===== src/rtl/core_idecode_q_pkg.sv =====
// Shared constants for the buffered RV32I decode stage: opcodes, ID_CTRL bit map, immediate filler.
package core_idecode_q_pkg;
  localparam int CTRL_W      = 13;
  localparam int C_ISIMM     = 0;
  localparam int C_ISALU     = 1;
  localparam int C_ISBRANCH  = 2;
  localparam int C_ISLOAD    = 3;
  localparam int C_ISSTORE   = 4;
  localparam int C_AWVALID   = 5;
  localparam int C_REG1_RD   = 6;
  localparam int C_REG2_RD   = 7;
  localparam int C_ISJAL     = 8;
  localparam int C_ISJALR    = 9;
  localparam int C_ISLUI     = 10;
  localparam int C_ISAUIPC   = 11;
  localparam int C_ISMULDIV  = 12;

  localparam logic [6:0] OP_R      = 7'b0110011;
  localparam logic [6:0] OP_IMM    = 7'b0010011;
  localparam logic [6:0] OP_LOAD   = 7'b0000011;
  localparam logic [6:0] OP_STORE  = 7'b0100011;
  localparam logic [6:0] OP_BRANCH = 7'b1100011;
  localparam logic [6:0] OP_JAL    = 7'b1101111;
  localparam logic [6:0] OP_JALR   = 7'b1100111;
  localparam logic [6:0] OP_LUI    = 7'b0110111;
  localparam logic [6:0] OP_AUIPC  = 7'b0010111;
  localparam logic [6:0] OP_FENCE  = 7'b0001111;

  localparam logic [31:0] IMM_DEFAULT = 32'hDEADBEEF;

  typedef logic [CTRL_W-1:0] ctrl_t;
endpackage


===== src/rtl/core_idecode_q_if.sv =====
// Fetch-side and decode-side handshake bundle of core_idecode_q, plus flush.
interface core_idecode_q_if #(parameter int PC_W = 32);
  import core_idecode_q_pkg::*;
  logic            FLUSH;
  logic            IF_VALID;
  logic            IF_READY;
  logic [31:0]     IF_INSTR;
  logic [PC_W-1:0] IF_PC;
  logic            ID_VALID;
  logic            ID_READY;
  logic [PC_W-1:0] ID_PC;
  ctrl_t           ID_CTRL;
  logic            ID_ILLEGAL;
  logic [31:0]     IMM_DEC;
  logic [2:0]      FUNCT3;
  logic [6:0]      FUNCT7;
  logic [4:0]      REG_ARADDR1;
  logic [4:0]      REG_ARADDR2;
  logic [4:0]      REG_AWADDR;

  modport slave (
    input  FLUSH, IF_VALID, IF_INSTR, IF_PC, ID_READY,
    output IF_READY, ID_VALID, ID_PC, ID_CTRL, ID_ILLEGAL, IMM_DEC,
           FUNCT3, FUNCT7, REG_ARADDR1, REG_ARADDR2, REG_AWADDR
  );
  modport master (
    output FLUSH, IF_VALID, IF_INSTR, IF_PC, ID_READY,
    input  IF_READY, ID_VALID, ID_PC, ID_CTRL, ID_ILLEGAL, IMM_DEC,
           FUNCT3, FUNCT7, REG_ARADDR1, REG_ARADDR2, REG_AWADDR
  );
endinterface


===== src/rtl/core_idecode_comb.sv =====
// Combinational RV32I word decoder; RV32M_EN enables funct7=0x01 (mul/div) decode.
module core_idecode_comb
  import core_idecode_q_pkg::*;
(
  input  logic [31:0] instr_i,
  output ctrl_t       ctrl_o,
  output logic        illegal_o,
  output logic [31:0] imm_o,
  output logic [2:0]  funct3_o,
  output logic [6:0]  funct7_o,
  output logic [4:0]  rs1_o,
  output logic [4:0]  rs2_o,
  output logic [4:0]  rd_o
);
  ctrl_t      ctrl;
  logic       ill;
  logic       rd_nz;
  logic [2:0] f3;
  logic [6:0] f7;

  assign f3       = instr_i[14:12];
  assign f7       = instr_i[31:25];
  assign rd_nz    = |instr_i[11:7];
  assign funct3_o = f3;
  assign funct7_o = f7;
  assign rs1_o    = instr_i[19:15];
  assign rs2_o    = instr_i[24:20];
  assign rd_o     = instr_i[11:7];

  always_comb begin
    ctrl  = '0;
    ill   = 1'b0;
    imm_o = IMM_DEFAULT;
    if (instr_i[1:0] != 2'b11) begin
      ill = 1'b1;
    end else begin
      case (instr_i[6:0])
        OP_R: begin
          ctrl[C_ISALU]   = 1'b1;
          ctrl[C_REG1_RD] = 1'b1;
          ctrl[C_REG2_RD] = 1'b1;
          ctrl[C_AWVALID] = rd_nz;
          if (f7 == 7'h00) ill = 1'b0;
          else if (f7 == 7'h20 && (f3 == 3'd0 || f3 == 3'd5)) ill = 1'b0;
`ifdef RV32M_EN
          else if (f7 == 7'h01) ctrl[C_ISMULDIV] = 1'b1;
`endif
          else ill = 1'b1;
        end
        OP_IMM: begin
          ctrl[C_ISIMM]   = 1'b1;
          ctrl[C_ISALU]   = 1'b1;
          ctrl[C_REG1_RD] = 1'b1;
          ctrl[C_AWVALID] = rd_nz;
          imm_o = {{20{instr_i[31]}}, instr_i[31:20]};
          if (f3 == 3'd1 && f7 != 7'h00) ill = 1'b1;
          if (f3 == 3'd5 && f7 != 7'h00 && f7 != 7'h20) ill = 1'b1;
        end
        OP_LOAD: begin
          ctrl[C_ISLOAD]  = 1'b1;
          ctrl[C_ISIMM]   = 1'b1;
          ctrl[C_REG1_RD] = 1'b1;
          ctrl[C_AWVALID] = rd_nz;
          imm_o = {{20{instr_i[31]}}, instr_i[31:20]};
          ill   = (f3 == 3'd3) || (f3 == 3'd6) || (f3 == 3'd7);
        end
        OP_STORE: begin
          ctrl[C_ISSTORE] = 1'b1;
          ctrl[C_ISIMM]   = 1'b1;
          ctrl[C_REG1_RD] = 1'b1;
          ctrl[C_REG2_RD] = 1'b1;
          imm_o = {{20{instr_i[31]}}, instr_i[31:25], instr_i[11:7]};
          ill   = f3 > 3'd2;
        end
        OP_BRANCH: begin
          ctrl[C_ISBRANCH] = 1'b1;
          ctrl[C_REG1_RD]  = 1'b1;
          ctrl[C_REG2_RD]  = 1'b1;
          imm_o = {{19{instr_i[31]}}, instr_i[31], instr_i[7], instr_i[30:25], instr_i[11:8], 1'b0};
          ill   = (f3 == 3'd2) || (f3 == 3'd3);
        end
        OP_JAL: begin
          ctrl[C_ISJAL]   = 1'b1;
          ctrl[C_AWVALID] = rd_nz;
          imm_o = {{11{instr_i[31]}}, instr_i[31], instr_i[19:12], instr_i[20], instr_i[30:21], 1'b0};
        end
        OP_JALR: begin
          ctrl[C_ISJALR]  = 1'b1;
          ctrl[C_ISIMM]   = 1'b1;
          ctrl[C_REG1_RD] = 1'b1;
          ctrl[C_AWVALID] = rd_nz;
          imm_o = {{20{instr_i[31]}}, instr_i[31:20]};
          ill   = f3 != 3'd0;
        end
        OP_LUI, OP_AUIPC: begin
          ctrl[C_ISLUI]   = instr_i[5];
          ctrl[C_ISAUIPC] = ~instr_i[5];
          ctrl[C_ISIMM]   = 1'b1;
          ctrl[C_AWVALID] = rd_nz;
          imm_o = {instr_i[31:12], 12'h000};
        end
        OP_FENCE: ill = 1'b0;
        default:  ill = 1'b1;
      endcase
    end
    illegal_o = ill;
    ctrl_o    = ill ? '0 : ctrl;
  end
endmodule


===== src/rtl/core_idecode_q.sv =====
// DEPTH-entry instruction queue feeding one registered decode slot; empty queue bypasses fetch into the slot.
module core_idecode_q
  import core_idecode_q_pkg::*;
#(
  parameter int DEPTH = 2,
  parameter int PC_W  = 32
) (
  input  logic             CLK,
  input  logic             RST,
  core_idecode_q_if.slave  bus
);
  localparam int AW = $clog2(DEPTH);
  localparam int CW = AW + 1;

  logic [31:0]     mem_instr [DEPTH];
  logic [PC_W-1:0] mem_pc    [DEPTH];
  logic [AW-1:0]   wptr_q, wptr_d, rptr_q, rptr_d;
  logic [CW-1:0]   cnt_q, cnt_d;
  logic            vld_q, vld_d;
  logic            push, pop, byp, qpush, slot_ld, q_empty;
  logic [31:0]     src_instr;
  logic [PC_W-1:0] src_pc;

  ctrl_t           dec_ctrl, ctrl_q;
  logic            dec_ill, ill_q;
  logic [31:0]     dec_imm, imm_q;
  logic [2:0]      dec_f3, f3_q;
  logic [6:0]      dec_f7, f7_q;
  logic [4:0]      dec_rs1, dec_rs2, dec_rd, rs1_q, rs2_q, rd_q;
  logic [PC_W-1:0] pc_q;

  assign bus.IF_READY = (cnt_q < CW'(DEPTH)) & ~RST;

  always_comb begin
    push      = bus.IF_VALID & bus.IF_READY;
    q_empty   = (cnt_q == '0);
    slot_ld   = ~vld_q | bus.ID_READY;
    pop       = slot_ld & ~q_empty;
    byp       = slot_ld & q_empty & push;
    qpush     = push & ~byp;
    src_instr = q_empty ? bus.IF_INSTR : mem_instr[rptr_q];
    src_pc    = q_empty ? bus.IF_PC : mem_pc[rptr_q];
    wptr_d    = wptr_q + AW'(qpush);
    rptr_d    = rptr_q + AW'(pop);
    cnt_d     = cnt_q + CW'(qpush) - CW'(pop);
    vld_d     = slot_ld ? (pop | byp) : vld_q;
  end

  core_idecode_comb u_dec (
    .instr_i   (src_instr),
    .ctrl_o    (dec_ctrl),
    .illegal_o (dec_ill),
    .imm_o     (dec_imm),
    .funct3_o  (dec_f3),
    .funct7_o  (dec_f7),
    .rs1_o     (dec_rs1),
    .rs2_o     (dec_rs2),
    .rd_o      (dec_rd)
  );

  always_ff @(posedge CLK) begin
    if (qpush) begin
      mem_instr[wptr_q] <= bus.IF_INSTR;
      mem_pc[wptr_q]    <= bus.IF_PC;
    end
  end

  always_ff @(posedge CLK) begin
    if (RST) begin
      wptr_q <= '0;
      rptr_q <= '0;
      cnt_q  <= '0;
      vld_q  <= 1'b0;
      pc_q   <= '0;
      ctrl_q <= '0;
      ill_q  <= 1'b0;
      imm_q  <= '0;
      f3_q   <= '0;
      f7_q   <= '0;
      rs1_q  <= '0;
      rs2_q  <= '0;
      rd_q   <= '0;
    end else if (bus.FLUSH) begin
      // Slot fields are left as-is; ID_VALID low makes them don't-care.
      wptr_q <= '0;
      rptr_q <= '0;
      cnt_q  <= '0;
      vld_q  <= 1'b0;
    end else begin
      wptr_q <= wptr_d;
      rptr_q <= rptr_d;
      cnt_q  <= cnt_d;
      vld_q  <= vld_d;
      if (pop | byp) begin
        pc_q   <= src_pc;
        ctrl_q <= dec_ctrl;
        ill_q  <= dec_ill;
        imm_q  <= dec_imm;
        f3_q   <= dec_f3;
        f7_q   <= dec_f7;
        rs1_q  <= dec_rs1;
        rs2_q  <= dec_rs2;
        rd_q   <= dec_rd;
      end
    end
  end

  assign bus.ID_VALID    = vld_q;
  assign bus.ID_PC       = pc_q;
  assign bus.ID_CTRL     = ctrl_q;
  assign bus.ID_ILLEGAL  = ill_q;
  assign bus.IMM_DEC     = imm_q;
  assign bus.FUNCT3      = f3_q;
  assign bus.FUNCT7      = f7_q;
  assign bus.REG_ARADDR1 = rs1_q;
  assign bus.REG_ARADDR2 = rs2_q;
  assign bus.REG_AWADDR  = rd_q;
endmodule


===== src/flat_wrapper.sv =====
// flat-port wrapper written by rule: the top's interface ports become plain ports
module core_idecode_q_flat import core_idecode_q_pkg::*;
#(
  parameter int DEPTH = 2,
  parameter int PC_W  = 32
)
  (CLK, RST, bus_FLUSH, bus_IF_VALID, bus_IF_INSTR, bus_IF_PC, bus_ID_READY, bus_IF_READY, bus_ID_VALID, bus_ID_PC, bus_ID_CTRL, bus_ID_ILLEGAL, bus_IMM_DEC, bus_FUNCT3, bus_FUNCT7, bus_REG_ARADDR1, bus_REG_ARADDR2, bus_REG_AWADDR);
  core_idecode_q_if #(.PC_W(PC_W)) bus_i ();
  input  logic CLK;
  input  logic RST;
  input wire logic [$bits(bus_i.FLUSH)-1:0] bus_FLUSH;
  input wire logic [$bits(bus_i.IF_VALID)-1:0] bus_IF_VALID;
  input wire logic [$bits(bus_i.IF_INSTR)-1:0] bus_IF_INSTR;
  input wire logic [$bits(bus_i.IF_PC)-1:0] bus_IF_PC;
  input wire logic [$bits(bus_i.ID_READY)-1:0] bus_ID_READY;
  output wire logic [$bits(bus_i.IF_READY)-1:0] bus_IF_READY;
  output wire logic [$bits(bus_i.ID_VALID)-1:0] bus_ID_VALID;
  output wire logic [$bits(bus_i.ID_PC)-1:0] bus_ID_PC;
  output wire logic [$bits(bus_i.ID_CTRL)-1:0] bus_ID_CTRL;
  output wire logic [$bits(bus_i.ID_ILLEGAL)-1:0] bus_ID_ILLEGAL;
  output wire logic [$bits(bus_i.IMM_DEC)-1:0] bus_IMM_DEC;
  output wire logic [$bits(bus_i.FUNCT3)-1:0] bus_FUNCT3;
  output wire logic [$bits(bus_i.FUNCT7)-1:0] bus_FUNCT7;
  output wire logic [$bits(bus_i.REG_ARADDR1)-1:0] bus_REG_ARADDR1;
  output wire logic [$bits(bus_i.REG_ARADDR2)-1:0] bus_REG_ARADDR2;
  output wire logic [$bits(bus_i.REG_AWADDR)-1:0] bus_REG_AWADDR;
  assign bus_i.FLUSH = bus_FLUSH;
  assign bus_i.IF_VALID = bus_IF_VALID;
  assign bus_i.IF_INSTR = bus_IF_INSTR;
  assign bus_i.IF_PC = bus_IF_PC;
  assign bus_i.ID_READY = bus_ID_READY;
  assign bus_IF_READY = bus_i.IF_READY;
  assign bus_ID_VALID = bus_i.ID_VALID;
  assign bus_ID_PC = bus_i.ID_PC;
  assign bus_ID_CTRL = bus_i.ID_CTRL;
  assign bus_ID_ILLEGAL = bus_i.ID_ILLEGAL;
  assign bus_IMM_DEC = bus_i.IMM_DEC;
  assign bus_FUNCT3 = bus_i.FUNCT3;
  assign bus_FUNCT7 = bus_i.FUNCT7;
  assign bus_REG_ARADDR1 = bus_i.REG_ARADDR1;
  assign bus_REG_ARADDR2 = bus_i.REG_ARADDR2;
  assign bus_REG_AWADDR = bus_i.REG_AWADDR;
  core_idecode_q #(.DEPTH(DEPTH), .PC_W(PC_W)) u_core (.CLK(CLK), .RST(RST), .bus(bus_i));
endmodule

===== config.mk =====
export PLATFORM = sky130hd
export DESIGN_NAME = core_idecode_q_flat
export DESIGN_NICKNAME = d
export VERILOG_FILES = /design/src/rtl/core_idecode_q_pkg.sv /design/src/rtl/core_idecode_q_if.sv /design/src/rtl/core_idecode_comb.sv /design/src/rtl/core_idecode_q.sv /design/src/flat_wrapper.sv
export SDC_FILE = /design/constraint.sdc
export NUM_CORES = 1
export LEC_CHECK = 0
export CORE_MARGIN = 4
export CORE_UTILIZATION = 52
export CTS_BUF_LIST = sky130_fd_sc_hd__clkbuf_8 sky130_fd_sc_hd__clkbuf_16
export CTS_CLUSTER_DIAMETER = 200
export DETAILED_ROUTE_END_ITERATION = 8
export PLACE_DENSITY = 0.83
export SYNTH_ARGS = -nofsm -noshare
export SYNTH_HDL_FRONTEND = slang
export SYNTH_SLANG_ARGS = --single-unit

===== constraint.sdc =====
create_clock -name CLK -period 4.92 [get_ports CLK]
set_input_delay 1.23 -clock CLK [delete_from_list [all_inputs] [get_ports CLK]]
set_output_delay 1.23 -clock CLK [all_outputs]
set_load 0.05 [all_outputs]

Figure 1. Metal 1.
The bar under the picture is 50 um long. Supply wires on this layer in gray.
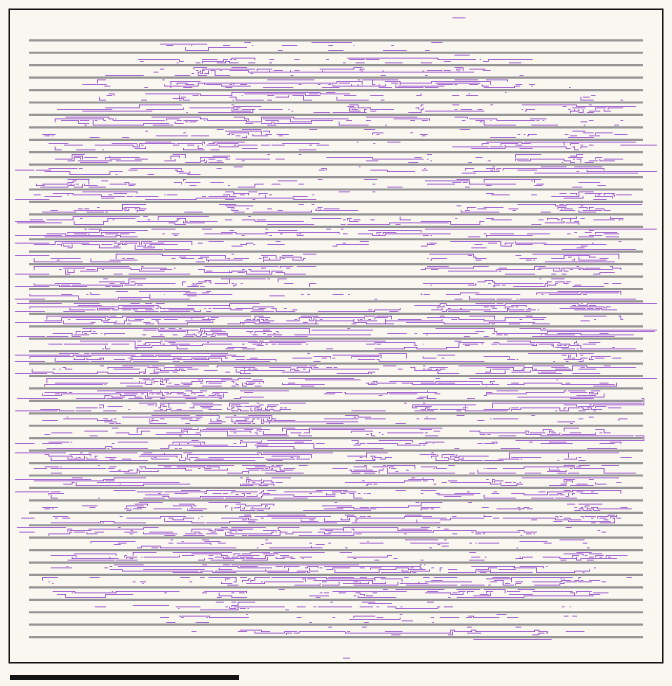
share of all routed wire: 42%
nets with wire on the layer: 953
longest straight run: 50.6 um
main direction: horizontal
drt total wl: 24080 um
vias post-DR: 7052
met1 usage: 31.82%

Figure 2. Metal 2.
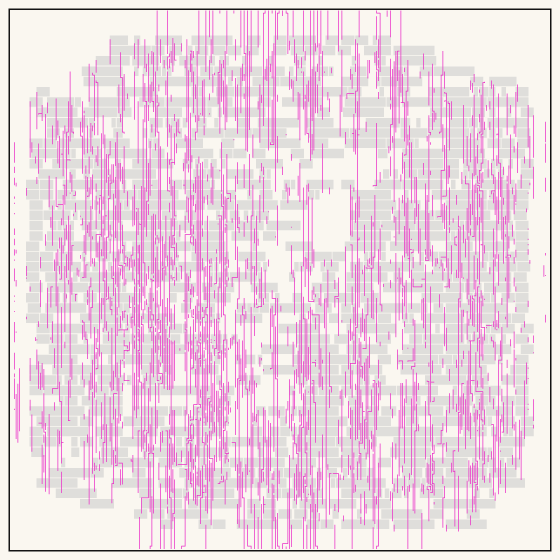
main direction: vertical
nets with wire on the layer: 879
share of all routed wire: 47%
met2 Use GR: 38.53%

Figure 3. The metal 3 layer.
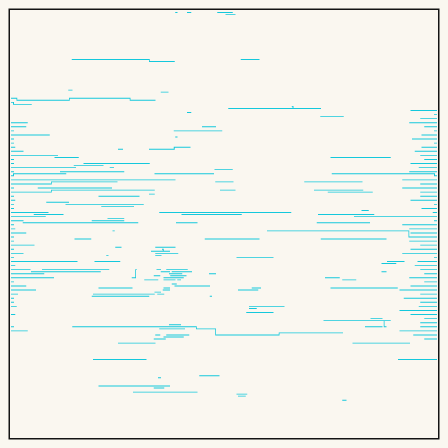
share of all routed wire: 8.5%
longest straight run: 54.5 um
nets with wire on the layer: 180
wire length on this layer: 2050 um
main direction: horizontal

==> GITHUB_STEP_SUMMARY <==
## Synthesis and layout report

| Metric | Value |
|---|---|
| Run status | complete, no violations |
| OpenROAD warning count | 27 |
| Synth area leaders | edfxtp_1 41%, dfxtp_1 23%, mux2i_1 6.4%, nand2_1 6.4%, a21oi_1 4.2% |
| YS chip area | 9425 um^2 |
| Gate Area | 3219 um^2 |
| IO Count | 174 |
| First-pass GRT wire length | 37960 um |
| Sw Share | 23.40% |
| Final hold violation count | 0 |
| HPWL Detailed | 16020 um |
| Area leader share | 40.78% |
| Resized cells post-CTS | 0 |
| Largest net degree at the start of global routing | 96 |
| Drt via density | 5.733 |
| Core ar. | 17540 um^2 |
| Sum Neg Setup Slack | 0 ns |
| Number of fill cells | 1292 |
| Floorplan net count | 906 |
| Synth Flop Type | edfxtp_1 |
| VDD IR max | 0.2386 mV |
| Max Cap Viol | 0 |
| Remaining DRCs | 0 |
| Worst flop-to-flop path endpoint | u_core.bus.IMM_DEC[21] |
| Static leakage | 3.896 nW |
| Mapped Cells | 833 |
| Initial antenna violation count | 0 |
| Register Area | 5989 um^2 |
| Post-CTS setup buffers | 0 |
| Clock Root Buffer | clkbuf_16 |
| Sequential power | 0.00213 W |
| CTS max path bufs | 3 |
| Reg clk slew, reported paths | 0.06 ns |
| Reg2reg path depth | 8 |
| Sequential share of the synthesized area | 63.51% |
| PD cells | 362.8 nW/um^2 |
| Combinational Power Share | 10.1% |
| Port buffer count | 172 |
| Fin cells | 1230 |
| Flop pwr share | 48.3% |
| Flop2flop setup slack | 1.54 ns |
| Ant diodes | 0 |
| Min Tclk post-route | 3.535 ns |
| # setup viols final | 0 |
| Biggest consumer | sequential cells |
| Drt pass-1 iters | 7 |
| # H-tree levels | 1 |
| Count leader, synth | nand2_1 |
| Kind of critical path | primary input to primary output |
| EDFF count, synth | 128 |
| Critical Path AT | 2.31 ns |
| Row count | 48 |
| Gpl congestion | 0.8486 |
| 1st-iter DRT viols | 576 |
| P_comb | 0.000443 W |
| Hold depth | 2 |
| Clk_skew | 0.009720 ns |
| Worst reg2reg path startpoint | u_core.cnt_q[1] |
| Syn avg cell area | 11.31 um^2 |
| TritonCTS clock tree | yes |
| Clk latency late pin | 0.51 ns |
| Post-synth ARST share | 0% |
| Switching pwr | 0.001030 W |
| Critical Path Start Type | primary input |
| Hold WC Path Type | flop to flop |
| Syn Std Cell Area | 9425 um^2 |
| Vias in the first global route | 7066 |
| RSZ-0062 raised after global routing | no |
| Yosys cell count | 833 |
| Critical Path RT | 3.69 ns |
| Final net count | 1060 |
| Pins Over Slew Limit | 0 |
| CTS hold repair buffers | 0 |
| Chip area | 20340 um^2 |
| Max FO, Critical Path | 2 |
| CTS Buf Count | 24 |
| Grt total ovfl | 0 |
| Hold Startpoint | u_core.bus.ID_PC[3] |
| Cell variety after synth | 58 |
| Syn-to-layout area delta | 28.77% |
| CP Capture Type | primary output |
| Post-synth regs | 235 |
| Die width | 142.6 um |
| Largest area contributor in the synthesized netlist | edfxtp_1 |
| Die height | 142.6 um |
| Clk pwr | 0.00183 W |
| Clock power share | 41.6% |
| Clk sink count | 235 |
| Tightest Pin Transition | 1.099 ns |
| Drt wl/cell | 19.57 um |
| Internal | 0.003373 W |
| Routed Antenna Nets | 0 |
| Slew HR | 26.75% |
| Hold EP | u_core.bus.ID_PC[3] |
| Initial core utilization | 53.75% |
| Placed cells | 1186 |
| Yosys warnings | 0 |
| Peak Freq | 282.8 MHz |
| Layout cells sized above 1 | 7.264% |
| Synth cell count leaders | 160 x nand2_1, 128 x edfxtp_1, 107 x dfxtp_1 |
Figure 4. Metal 4.
The bar under the picture is 50 um long. Supply wires on this layer in gray.
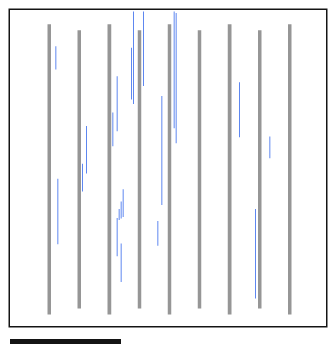
wire length on this layer: 513 um
main direction: vertical
share of all routed wire: 2.1%
longest straight run: 58.5 um
nets with wire on the layer: 13

Figure 5. Routing congestion.
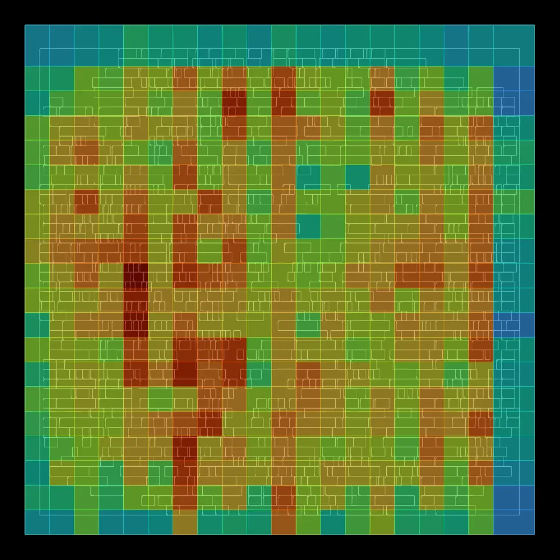
Global Route Usage Sum: 23.30%
final core utilization: 69.21%
GRT busiest layer: met2

per-stage QoR:
step	setup WS, ns	hold slack [ns]	utilization [%]	total power, W	area (um^2)
after floorplan	0.4166	0.5382	-	0.002419	9425
after global placement	1.108	0.4424	64.52	0.002602	11310
after global routing	1.259	0.4715	69.21	0.004549	12140
after detailed placement	1.038	0.4453	64.52	0.002607	11310
after CTS	1.374	0.4537	69.21	0.004440	12140
final	1.385	0.4520	69.21	0.004403	12140
final cells by class:
cell class	instances	share of cell area [%]
repair buffers	184	14.91
well taps	225	2.320
clock inverters	13	0.9381
multi-input cells	538	26.53
clock buffers	31	5.835
flip-flops and latches	235	49.35
inverters	4	0.1237
kinds of logic (layout without fill, tap and decap cells):
kind of cell / after synthesis / in the layout / share of synthesized area (%)
other cells: 1 / 1 / 0.03979
flops: 235 / 235 / 63.51
mux: 65 / 65 / 7.115
xor+xnor: 3 / 3 / 0.2788
simple gates: 254 / 254 / 11.12
buf+inv: 60 / 232 / 2.801
fa+ha+maj: 4 / 4 / 0.5310
compound gates: 211 / 211 / 14.60
worst max-delay path by stage:
stage / startpoint / end / slack (ns) / depth (start not counted)
final: RST / bus_IF_READY / 1.38 / 3
after global routing: u_core.cnt_q[1] / u_core.bus.IMM_DEC[21] / 1.26 / 8
after CTS: RST / bus_IF_READY / 1.37 / 3
after detailed placement: bus_IF_INSTR[6] / u_core.bus.IMM_DEC[21] / 1.04 / 9
after global placement: bus_IF_INSTR[4] / u_core.bus.IMM_DEC[18] / 1.11 / 7
after floorplan: RST / u_core.mem_instr[1][0] / 0.42 / 5
worst max-delay path: stages:
cell and delay, ns:
buf_4 0.11, nor2_1 0.14, clkdlybuf4s50_1 0.83
state kept, by name (all words and copies together), names as in the netlist:
signal	cells
u_core.mem_instr	64
u_core.bus.ID_ILLEGAL	1
u_core.bus.REG_ARADDR2	5
u_core.mem_pc	64
u_core.bus.IMM_DEC	32
u_core.bus.ID_CTRL	12
u_core.bus.REG_AWADDR	5
u_core.rptr_q	1
u_core.cnt_q	2
u_core.bus.ID_VALID	1
u_core.bus.FUNCT7	7
u_core.bus.FUNCT3	3
u_core.bus.ID_PC	32
u_core.bus.REG_ARADDR1	5
u_core.wptr_q	1
per-layer routing:
metal	GRT usage, %	vias up	wire (um)
met1	31.82	3329	10120
li1	-	3360	-
met5	0	-	0
met4	6.203	0	513
met3	4.454	46	2045
met2	38.53	317	11400
placed cells by master (no fill, tap or decap), types with 5 or more instances in the layout:
| cell type | instances |
|---|---|
| o21ai_0 | 28 |
| a21o_1 | 6 |
| nand2_1 | 160 |
| a32o_1 | 6 |
| nand3_1 | 8 |
| clkdlybuf4s50_1 | 171 |
| buf_4 | 13 |
| a22oi_1 | 5 |
| dfxtp_1 | 106 |
| o211ai_1 | 32 |
| a211oi_1 | 28 |
| inv_1 | 9 |
| nor2_1 | 47 |
| mux2i_1 | 60 |
| clkbuf_16 | 25 |
| nor3_1 | 20 |
| edfxtp_1 | 128 |
| a21oi_1 | 79 |
| clkbuf_8 | 6 |
Power is estimated from default activity; no workload was simulated.
